metal_stack.png
The bar under the picture is 20 µm long. Only two layers are drawn.
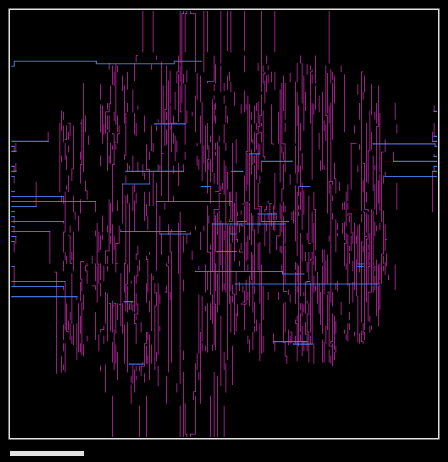
cell_classes.png
Fill, decap, tap and diode cells in gray.
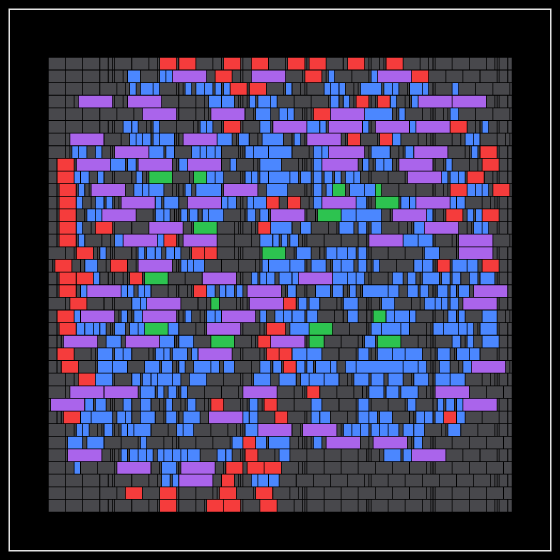
### src/rtl/seq_detect_ctrl.sv
// Programmable serial-pattern scan controller: config register, history shift, match/limit/timeout FSM.
// Latency: match on the bit sampled at edge M shows on seq_seen/match_count in the cycle after M.
// Backpressure: cfg_ready is high only in IDLE; held config offers wait there, bits outside SCAN are dropped.
module seq_detect_ctrl #(
  parameter int MAX_LEN = 8,
  parameter int CNT_W   = 8,
  parameter int TO_W    = 16,
  localparam int LEN_W  = $clog2(MAX_LEN + 1)
) (
  input  logic               clk,
  input  logic               reset,
  input  logic               cfg_valid,
  output logic               cfg_ready,
  input  logic [MAX_LEN-1:0] cfg_pattern,
  input  logic [LEN_W-1:0]   cfg_len,
  input  logic [CNT_W-1:0]   cfg_limit,
  input  logic               cfg_overlap,
  input  logic [TO_W-1:0]    cfg_timeout,
  input  logic               start,
  input  logic               abort,
  input  logic               bit_valid,
  input  logic               inp_bit,
  output logic               seq_seen,
  output logic [CNT_W-1:0]   match_count,
  output logic               busy,
  output logic               done,
  output logic               timed_out
);

  typedef enum logic [1:0] {S_IDLE, S_SCAN, S_DONE} state_t;

  localparam logic [LEN_W-1:0] LEN_MAX = LEN_W'(MAX_LEN);

  state_t state, state_nxt;

  // Stored configuration
  logic [MAX_LEN-1:0] pat_r;
  logic [LEN_W-1:0]   len_r;
  logic [CNT_W-1:0]   limit_r;
  logic               overlap_r;
  logic [TO_W-1:0]    timeout_r;

  // Scan state
  logic [MAX_LEN-1:0] hist;
  logic [LEN_W-1:0]   fill;
  logic [TO_W-1:0]    timer;

  // Combinational helpers
  logic [MAX_LEN-1:0] hist_new;
  logic [MAX_LEN-1:0] mask;
  logic [LEN_W-1:0]   fill_inc;
  logic [LEN_W-1:0]   len_clamped;
  logic [CNT_W-1:0]   count_inc;
  logic [TO_W-1:0]    timer_inc;
  logic               scan_bit;
  logic               is_match;
  logic               limit_hit;
  logic               to_hit;
  logic               cfg_take;
  logic               start_take;

  // Match detection, saturating increments and config length clamping
  always_comb begin
    hist_new = {hist[MAX_LEN-2:0], inp_bit};
    fill_inc = (fill == LEN_MAX) ? fill : fill + LEN_W'(1);
    mask     = '0;
    for (int i = 0; i < MAX_LEN; i++) begin
      mask[i] = (i < int'(len_r));
    end
    // An abort in the same cycle discards the bit entirely.
    scan_bit  = (state == S_SCAN) && bit_valid && !abort;
    is_match  = scan_bit && (fill_inc >= len_r) && ((hist_new & mask) == (pat_r & mask));
    count_inc = (&match_count) ? match_count : match_count + CNT_W'(1);
    limit_hit = (limit_r != '0) && (count_inc == limit_r);
    timer_inc = timer + TO_W'(1);
    to_hit    = (timeout_r != '0) && (timer_inc == timeout_r);
    if (cfg_len == '0) begin
      len_clamped = LEN_W'(1);
    end else if (cfg_len > LEN_MAX) begin
      len_clamped = LEN_MAX;
    end else begin
      len_clamped = cfg_len;
    end
  end

  // Next-state and state-decoded outputs; abort beats match, match beats timeout
  always_comb begin
    state_nxt  = state;
    cfg_ready  = 1'b0;
    busy       = 1'b0;
    done       = 1'b0;
    cfg_take   = 1'b0;
    start_take = 1'b0;
    case (state)
      S_IDLE: begin
        cfg_ready = 1'b1;
        cfg_take  = cfg_valid;
        if (start) begin
          start_take = 1'b1;
          state_nxt  = S_SCAN;
        end
      end
      S_SCAN: begin
        busy = 1'b1;
        if (abort) begin
          state_nxt = S_IDLE;
        end else if (is_match) begin
          if (limit_hit) state_nxt = S_DONE;
        end else if (to_hit) begin
          state_nxt = S_DONE;
        end
      end
      S_DONE: begin
        done      = 1'b1;
        state_nxt = S_IDLE;
      end
      default: state_nxt = S_IDLE;
    endcase
  end

  // State register
  always_ff @(posedge clk) begin
    if (reset) state <= S_IDLE;
    else       state <= state_nxt;
  end

  // Config register, history/fill, counters and status flags
  always_ff @(posedge clk) begin
    if (reset) begin
      pat_r       <= MAX_LEN'(4'b1011);
      len_r       <= LEN_W'(4);
      limit_r     <= CNT_W'(1);
      overlap_r   <= 1'b1;
      timeout_r   <= '0;
      hist        <= '0;
      fill        <= '0;
      timer       <= '0;
      match_count <= '0;
      seq_seen    <= 1'b0;
      timed_out   <= 1'b0;
    end else begin
      seq_seen <= is_match;
      if (cfg_take) begin
        pat_r     <= cfg_pattern;
        len_r     <= len_clamped;
        limit_r   <= cfg_limit;
        overlap_r <= cfg_overlap;
        timeout_r <= cfg_timeout;
      end
      if (start_take) begin
        hist        <= '0;
        fill        <= '0;
        timer       <= '0;
        match_count <= '0;
        timed_out   <= 1'b0;
      end else if (state == S_SCAN && !abort) begin
        if (bit_valid) begin
          hist <= hist_new;
          // Non-overlapping mode restarts the fill so no bit is reused.
          fill <= (is_match && !overlap_r) ? '0 : fill_inc;
        end
        if (is_match) begin
          match_count <= count_inc;
          timer       <= '0;
        end else begin
          timer <= timer_inc;
          if (to_hit) timed_out <= 1'b1;
        end
      end
    end
  end

endmodule

### config.mk
export PLATFORM = sky130hd
export DESIGN_NAME = seq_detect_ctrl
export DESIGN_NICKNAME = d
export VERILOG_FILES = /design/src/rtl/seq_detect_ctrl.sv
export SDC_FILE = /design/constraint.sdc
export NUM_CORES = 1
export LEC_CHECK = 0
export CAP_MARGIN = 20
export CORE_MARGIN = 8
export CORE_UTILIZATION = 41
export CTS_CLUSTER_SIZE = 25
export DETAILED_ROUTE_END_ITERATION = 8
export GPL_ROUTABILITY_DRIVEN = 1
export HOLD_SLACK_MARGIN = 0.05
export SYNTH_ARGS = -nofsm -noshare
export SYNTH_HDL_FRONTEND = slang
export SYNTH_SLANG_ARGS = --single-unit
### constraint.sdc
create_clock -name clk -period 2.92 [get_ports clk]
set_input_delay 0.876 -clock clk [delete_from_list [all_inputs] [get_ports clk]]
set_output_delay 0.876 -clock clk [all_outputs]
set_load 0.05 [all_outputs]
==> out/qor.yml <==
run_status:
  status: "completed"
synthesis:
  yosys.stat.seqShare_pct: 36.9
  post_synth_ao_oa_area_fraction_pct: 17.2
  syn-num-nets: 586
  edf_count: 0
  ys_sh_simple_pct: 28.9
  ys_warn_count: 0
  synthCells: 534
  synth_cell_types: 56
  yosys.area_share.xor_xnor_pct: 7.86
  ys_top_logic_family: "simple AND/OR/NAND/NOR gates"
  avgSynthCellArea_um2: 7.72
worst_setup_path:
  cp.required_ns: 3.15
  r2r_end: "state[0]"
  path_depth: 16
  r2r_start: "fill[1]"
  reg2reg_slack_ns: 0.13
  critPathTopFamily: "simple AND/OR/NAND/NOR gates"
  crit_arrival_ns: 3.02
  cpMaxStageDelayCell: "dfxtp_2"
  max_stage_delay_ns: 0.36
die:
  die_y_um: 116
  io-pin-count: 57
  die_w_um: 116
global_routing:
  track_usage_pct: 16.8
  grt_use_met1_pct: 21.3
hold_path:
  hold_end: "pat_r[2]"
  hold_class: "reg2reg"
cells_and_area:
  clk_share_pct: 3.46
  seq_area_um2: 1520
  comb_area_share_pct: 48.1
  final_cell_area_um2: 5130
  logic_area_um2: 2470
  flop-count: 76
  clkbuf_count: 11
  nFillCells: 991
  final_layout_top_logic_cells: "nand2_1, dfxtp_1, a21oi_1"
  drive_gt1_share_pct: 11.3
  buffers: 83
sta:
  finalCriticalPeriod_ns: 2.79
  fin_crit_sh_pct: 95.5
  relSlewSlack_pct: 50.9
  setup_ws_ns: 0.131
  worst_slew_pin_slew_ns: 0.735
  slew_viol_final: 0
power_and_ir_drop:
  p_comb_share_pct: 14.0
  switching_share_pct: 27.7
  power_clock_uw: 740
  ir_drop_mv: 0.221
  pwr.group.sequential_uw: 1110
  p_int_uw: 1550
  p_leak_uw: 0.00182
detailed_routing:
  via_count: 3857
  wl_met2_um: 5230
  drc_errors: 0
  routed_wl_um: 11100
place:
  pre_cts_slack_ns: -0.124
  port_buffers: 56
  dp_hpwl_um: 8120
clock_network:
  insertion_delay_ns: 0.35
  ctsHoldBuffers: 0
  cts_tree: "built"
  clock-root-buffer: "clkbuf_8"
run:
  cap_violations: 0
## Picture notes: metal_stack.png
legend:
  magenta:
    layer: met2
    wire_length: 5230 µm
  blue:
    layer: met3
    wire_length: 466 µm

## Picture notes: cell_classes.png
legend:
  blue:
    class: all other logic
    cells: 425
    share_of_their_area: 50%
  red:
    class: other buffers and delay cells
    cells: 83
    share_of_their_area: 15%
  green:
    class: clock drivers and dummy loads
    cells: 16
    share_of_their_area: 3.6%
  purple:
    class: flip-flops
    cells: 76
    share_of_their_area: 31%

registers in the layout, summed over array words and instances (netlist names):
signal	count
fill	4
hist	7
len_r	4
limit_r	8
match_count	8
overlap_r	1
pat_r	8
seq_seen	1
state	2
timed_out	1
timeout_r	16
timer	16
worst register-to-register path, stage by stage, from the launching register on:
cell and delay (ns):
dfxtp_2 0.36, inv_2 0.04, ha_2 0.16, nand2_2 0.09
nor2_4 0.04, xnor2_2 0.20, ha_1 0.26, nand2b_4 0.14
a211oi_2 0.19, o21bai_1 0.10, o211ai_1 0.18, buf_4 0.19
buf_6 0.09, o211ai_1 0.11, nor3_2 0.30, o31ai_1 0.10
nor2b_1 0.14
stage by stage:
step | util [%] | hold slack [ns] | instances
2_1_floorplan | - | 0.431 | 534
3_3_place_gp | 49.7 | 0.464 | 711
3_5_place_dp | 49.7 | 0.466 | 711
4_1_cts | 51.7 | 0.478 | 729
5_1_grt | 52.5 | 0.499 | 733
6_report | 52.5 | 0.474 | 733
synth_stat cells, types with 3 or more instances:
cell type  count  area [µm²]
a21oi_1       73         365
and3_1         7        43.8
and4_1         4        35.0
buf_2          8        40.0
buf_4          4        30.0
clkbuf_1      19        71.3
dfxtp_1       76        1520
ha_1           8         100
inv_1          7        26.3
mux2i_1       10         100
nand2_1      105         394
nand2b_1       8        50.1
nand3_1       17        85.1
nand3b_1       7        52.6
nand4_1        8        50.1
nor2_1        32         120
nor2b_1        7        43.8
nor3_1        13        65.1
nor3_2         3        30.0
nor3b_1        4        30.0
nor4_1         8        50.1
o21ai_0       22         110
o31ai_1        3        22.5
or3_1          7        43.8
xnor2_1       22         193
xor2_1        15         131
what timing repair did:
action | in CTS | in global routing
setup endpoints to repair | 4 | 26
gates resized | 0 | 16
pin swaps | 0 | 8
buffers inserted | 2 | 4
